Clock nets:
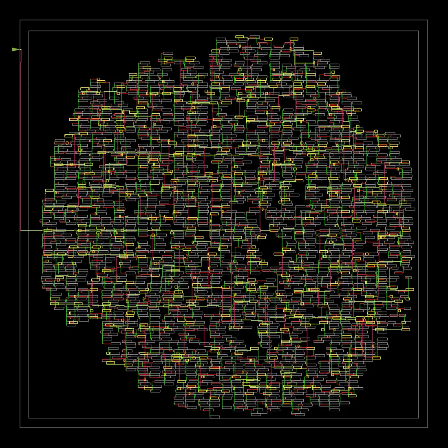
Sequential cells grouped by signal name:
The bar under the picture is 100 um long. Other sequential cells in the stronger gray, the rest of the logic in the fainter gray.
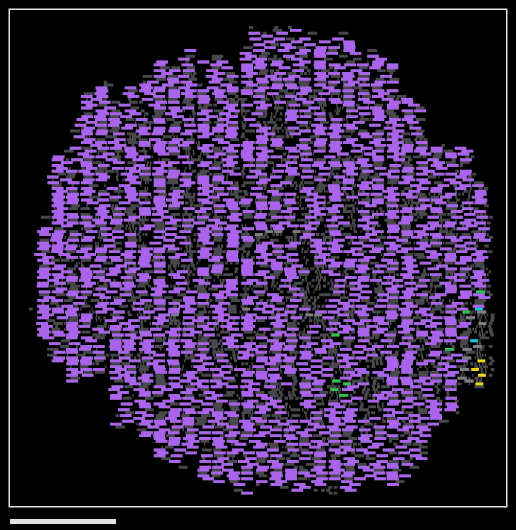
Close-up of the layout:
Window x 337 to 367, y 102 to 132 um. Cells in gray, sequential cells in the stronger gray; small squares are vias.
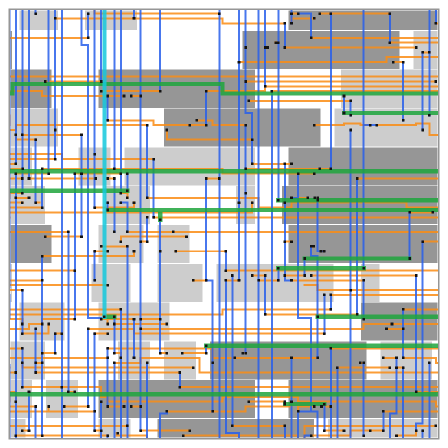
Routed clock nets over the placement:
The bar under the picture is 100 um long.
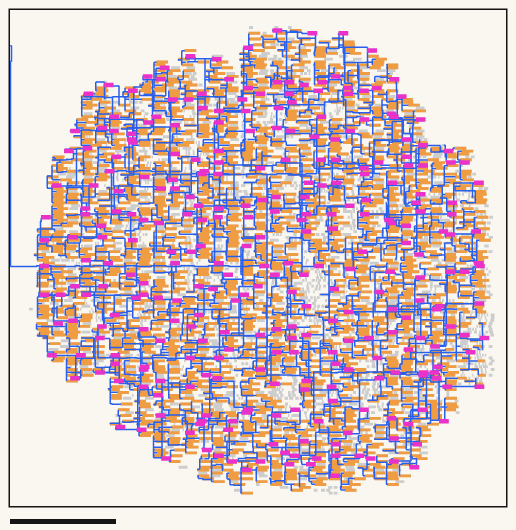
$ cat config.mk
export PLATFORM = sky130hd
export DESIGN_NAME = data_memory
export DESIGN_NICKNAME = d
export VERILOG_FILES = /design/src/rtl/data_memory.sv
export SDC_FILE = /design/constraint.sdc
export NUM_CORES = 2
export LEC_CHECK = 0
export CAP_MARGIN = 20
export CELL_PAD_IN_SITES_DETAIL_PLACEMENT = 1
export CELL_PAD_IN_SITES_GLOBAL_PLACEMENT = 2
export CORE_MARGIN = 10
export CORE_UTILIZATION = 40
export CTS_CLUSTER_DIAMETER = 40
export DETAILED_ROUTE_END_ITERATION = 16
export PLACE_DENSITY = 0.72
export SYNTH_ARGS = -nofsm -noshare
export SYNTH_HDL_FRONTEND = slang
export SYNTH_SLANG_ARGS = --single-unit
$ cat constraint.sdc
create_clock -name CLK -period 6.62 [get_ports CLK]
set_input_delay 1.655 -clock CLK [delete_from_list [all_inputs] [get_ports CLK]]
set_output_delay 1.655 -clock CLK [all_outputs]
set_load 0.05 [all_outputs]
$ cat src/rtl/data_memory.sv
// Byte-addressed data memory with a fixed-latency access FSM.
// BUSYWAIT stalls the CPU from the request cycle until the access completes.
module data_memory #(
    parameter int unsigned ADDR_WIDTH = 8,
    parameter int unsigned DATA_WIDTH = 8,
    parameter int unsigned LATENCY    = 5
) (
    input  logic                  CLK,
    input  logic                  RESET,
    input  logic                  READ,
    input  logic                  WRITE,
    input  logic [ADDR_WIDTH-1:0] ADDRESS,
    input  logic [DATA_WIDTH-1:0] WRITEDATA,
    output logic [DATA_WIDTH-1:0] READDATA,
    output logic                  BUSYWAIT
);

    localparam int unsigned DEPTH = 2 ** ADDR_WIDTH;
    localparam int unsigned CNT_W = 4;

    typedef enum logic [1:0] {
        IDLE   = 2'd0,
        ACCESS = 2'd1,
        DONE   = 2'd2
    } state_e;

    state_e                  state_q, state_d;
    logic [CNT_W-1:0]        cnt_q, cnt_d;
    logic                    wr_op_q, wr_op_d;
    logic [ADDR_WIDTH-1:0]   addr_q, addr_d;
    logic [DATA_WIDTH-1:0]   data_q, data_d;
    logic [DATA_WIDTH-1:0]   rdata_q, rdata_d;
    logic [DATA_WIDTH-1:0]   mem [DEPTH];
    logic                    req_c;
    logic                    fire_c;
    logic                    mem_we_c;

    // Next-state, latched request and stall output
    always_comb begin
        state_d  = state_q;
        cnt_d    = cnt_q;
        wr_op_d  = wr_op_q;
        addr_d   = addr_q;
        data_d   = data_q;
        rdata_d  = rdata_q;
        BUSYWAIT = 1'b0;
        req_c    = READ | WRITE;
        fire_c   = (state_q == ACCESS) && (cnt_q == '0);

        case (state_q)
            IDLE: begin
                BUSYWAIT = req_c;
                if (req_c) begin
                    state_d = ACCESS;
                    cnt_d   = CNT_W'(LATENCY - 1);
                    // Simultaneous READ and WRITE degrades to a read
                    wr_op_d = WRITE & ~READ;
                    addr_d  = ADDRESS;
                    data_d  = WRITEDATA;
                end
            end
            ACCESS: begin
                BUSYWAIT = 1'b1;
                if (cnt_q != '0) begin
                    cnt_d = CNT_W'(cnt_q - 1'b1);
                end else begin
                    state_d = DONE;
                    if (!wr_op_q) begin
                        rdata_d = mem[addr_q];
                    end
                end
            end
            DONE: begin
                state_d = IDLE;
            end
            default: begin
                state_d = IDLE;
            end
        endcase

        if (RESET) begin
            BUSYWAIT = 1'b0;
        end
        mem_we_c = fire_c & wr_op_q & ~RESET;
    end

    always_ff @(posedge CLK) begin
        if (RESET) begin
            state_q <= IDLE;
            cnt_q   <= '0;
            wr_op_q <= 1'b0;
            addr_q  <= '0;
            data_q  <= '0;
            rdata_q <= '0;
        end else begin
            state_q <= state_d;
            cnt_q   <= cnt_d;
            wr_op_q <= wr_op_d;
            addr_q  <= addr_d;
            data_q  <= data_d;
            rdata_q <= rdata_d;
        end
    end

    // Storage array survives reset
    always_ff @(posedge CLK) begin
        if (mem_we_c) begin
            mem[addr_q] <= data_q;
        end
    end

    assign READDATA = rdata_q;

endmodule

==> run notes <==
Latest figures from synthesis and place and route.

After layout, the setup clock skew is reported as 61.50 ps. The number of storage elements in the synthesis netlist is 2,079. The well-tap cell count is 2,656. The post-synthesis share of cell area spent on and-or and or-and gates is 2.745%. The core box area is 0.2003 mm2.

For this design the ratio of total power to cell area is 352.6 mW/mm2. The number of max-cap violations is 0. The setup slack after placement is 1466 ps. The post-synthesis share of cell area spent on and, or, nand and nor gates is 3.169%.

The maximum clock path buffer count is 4. The cell kind with the greatest summed area is registers. Per the detail_route report, the via count comes to 41,100. The detailed placement HPWL is 135,400 um.

The most used flip-flop cell after synthesis is sky130_fd_sc_hd__edfxtp_1. Registers are responsible for 44.8% of the overall power. The detailed router finished its first iteration with 5,242 violations. The final design area excluding fillers is 0.09401 mm2. In this run the post-CTS setup repair buffer count came out at 0. The net switching share of the total power is 23.64%. The final net count is 4,127.

Warnings raised by the tools during the run amount to 48. The clock latency on the worst-skew pair is 910 ps. Leaving out fill and tap cells, the most frequent cells in the layout are sky130_fd_sc_hd__edfxtp_1 (2,048), sky130_fd_sc_hd__mux4_2 (464), sky130_fd_sc_hd__clkbuf_16 (310), sky130_fd_sc_hd__nor2_1 (295), sky130_fd_sc_hd__mux2i_1 (168). The timing report shows that the slowest cell on the worst path is sky130_fd_sc_hd__clkdlybuf4s50_1. The register with the most flip-flops in the layout has 2,048 of them. The top power consumer group is clock.

The largest register by flop count is mem. The last timing report of the flow puts the setup violation total at 0. The most frequently placed logic cell in the final layout is sky130_fd_sc_hd__edfxtp_1. After detailed routing, the wire length on met1 is 95,110 um.

STA lists the endpoint of the worst register-to-register path as mem[102][5]. Of all the cell area in the finished design, the clock network holds 10.52%. The reported leakage power is 28.96 nW.

The highest layer touched by signal routing is met5. The library cell occupying the most area in the post-synthesis netlist is sky130_fd_sc_hd__edfxtp_1. Per the post-synthesis report, the number of cells in the design is 3,916. The total of hold buffers inserted after clock tree synthesis is 0. The area reported by Yosys stat is 0.08082 mm2.

The chip width is 469.5 um. The net count of the mapped netlist is 3,937. Of all flip-flops after synthesis, the portion carrying an async set or reset was 0%. The dominant kind of combinational cell is multiplexers. Per the synthesis report, the XOR/XNOR share of the synthesized area is 0.02167%. The count of TritonRoute iterations in the first routing pass is 5. The tightest min-delay check is of the register to register type.

Looking at the hold checks, the worst path lands on cnt_q[1]. The initial antenna violation count is 7. Summed over its instances, the top area cell type makes up 76.10% of the synthesized netlist area.

The number of placed instances, taps included, is 6,455. For reference, the clock transition at the flip-flops on the worst setup and hold paths is 50 ps. The run finished with clean final reports.

The critical path is of the input pin to output port type. The final antenna diode tally reported by the flow is 3. The met2 routed wirelength is 107,100 um. Excluding fillers, the count of instances in the completed layout stands at 6,991. Setup repair after global routing left no endpoint under its margin.

Counting endpoints that fail hold in the final report gives 0. The DRC violation count after routing is 0. The power consumption is 33.15 mW.

Global routing used 20.12% of the available tracks across all layers. In the final layout, excluding clock inverters the inverter count is 6. The register area is 0.06216 mm2.

The post-layout utilization of the core is 46.94%. The most frequently used library cell after synthesis is sky130_fd_sc_hd__edfxtp_1. Of the cells placed in the final design, the portion with a size suffix greater than 1 is 25.53%. The startpoint of the tightest hold check path is cnt_q[1]. The peak ir drop on the vdd network is 0.2751 mV.

During synthesis, Yosys emitted a total of 0 warnings. The worst setup path is captured at an output port. The clock root buffer is sky130_fd_sc_hd__clkbuf_16. The required time of the critical path is 4970 ps. The combinational group share of total power is 7.6%. The synthesized netlist occupies a cell area of 0.08082 mm2.

In this run the critical path is formed by clkdlybuf4s50_1 > nor3_1 > nor3_1 > clkdlybuf4s50_1. The power report puts the net switching power at 7.837 mW. The total overflow reported by the global router is 0. The worst path setup slack after routing is 1709 ps. The H-tree generated during clock tree synthesis spans 5 levels. After layout, the buffer instance count without clock buffers stands at 123. Per Yosys stat, the portion of area used by sequential elements is 76.86%.
About 'clock nets':
number of clock buffers in the layout: 340
total clock network power: 15.8 mW
Inserted Clock Buffers: 303
flip-flops: 2,079
count of clock tree sinks: 2,079

About 'sequential cells grouped by signal name':
- addr_q: green (sequential cells 8)
- cnt_q: yellow (sequential cells 4; where bottom right)
- state_q: cyan (sequential cells 2)
- mem: purple (sequential cells 2,048; where all over the die)
- not colored: 17

About 'close-up of the layout':
- met2: blue
- met3: green
- met1: orange
- met4: cyan
- cells with their middle in the window: 38
- netlist names of flops here include: mem (11)
- most frequent: edfxtp_1 (11), and3_1 (5)
- sequential cells in the window: 11

About 'routed clock nets over the placement':
- clock wires: blue (length 26.4 mm)
- flip-flops: orange (count 2,079)
- cells driving clock nets: magenta (count 303)
- flops lie: all over the die
- routed clock nets: 304

Power is estimated from default activity; no workload was simulated.
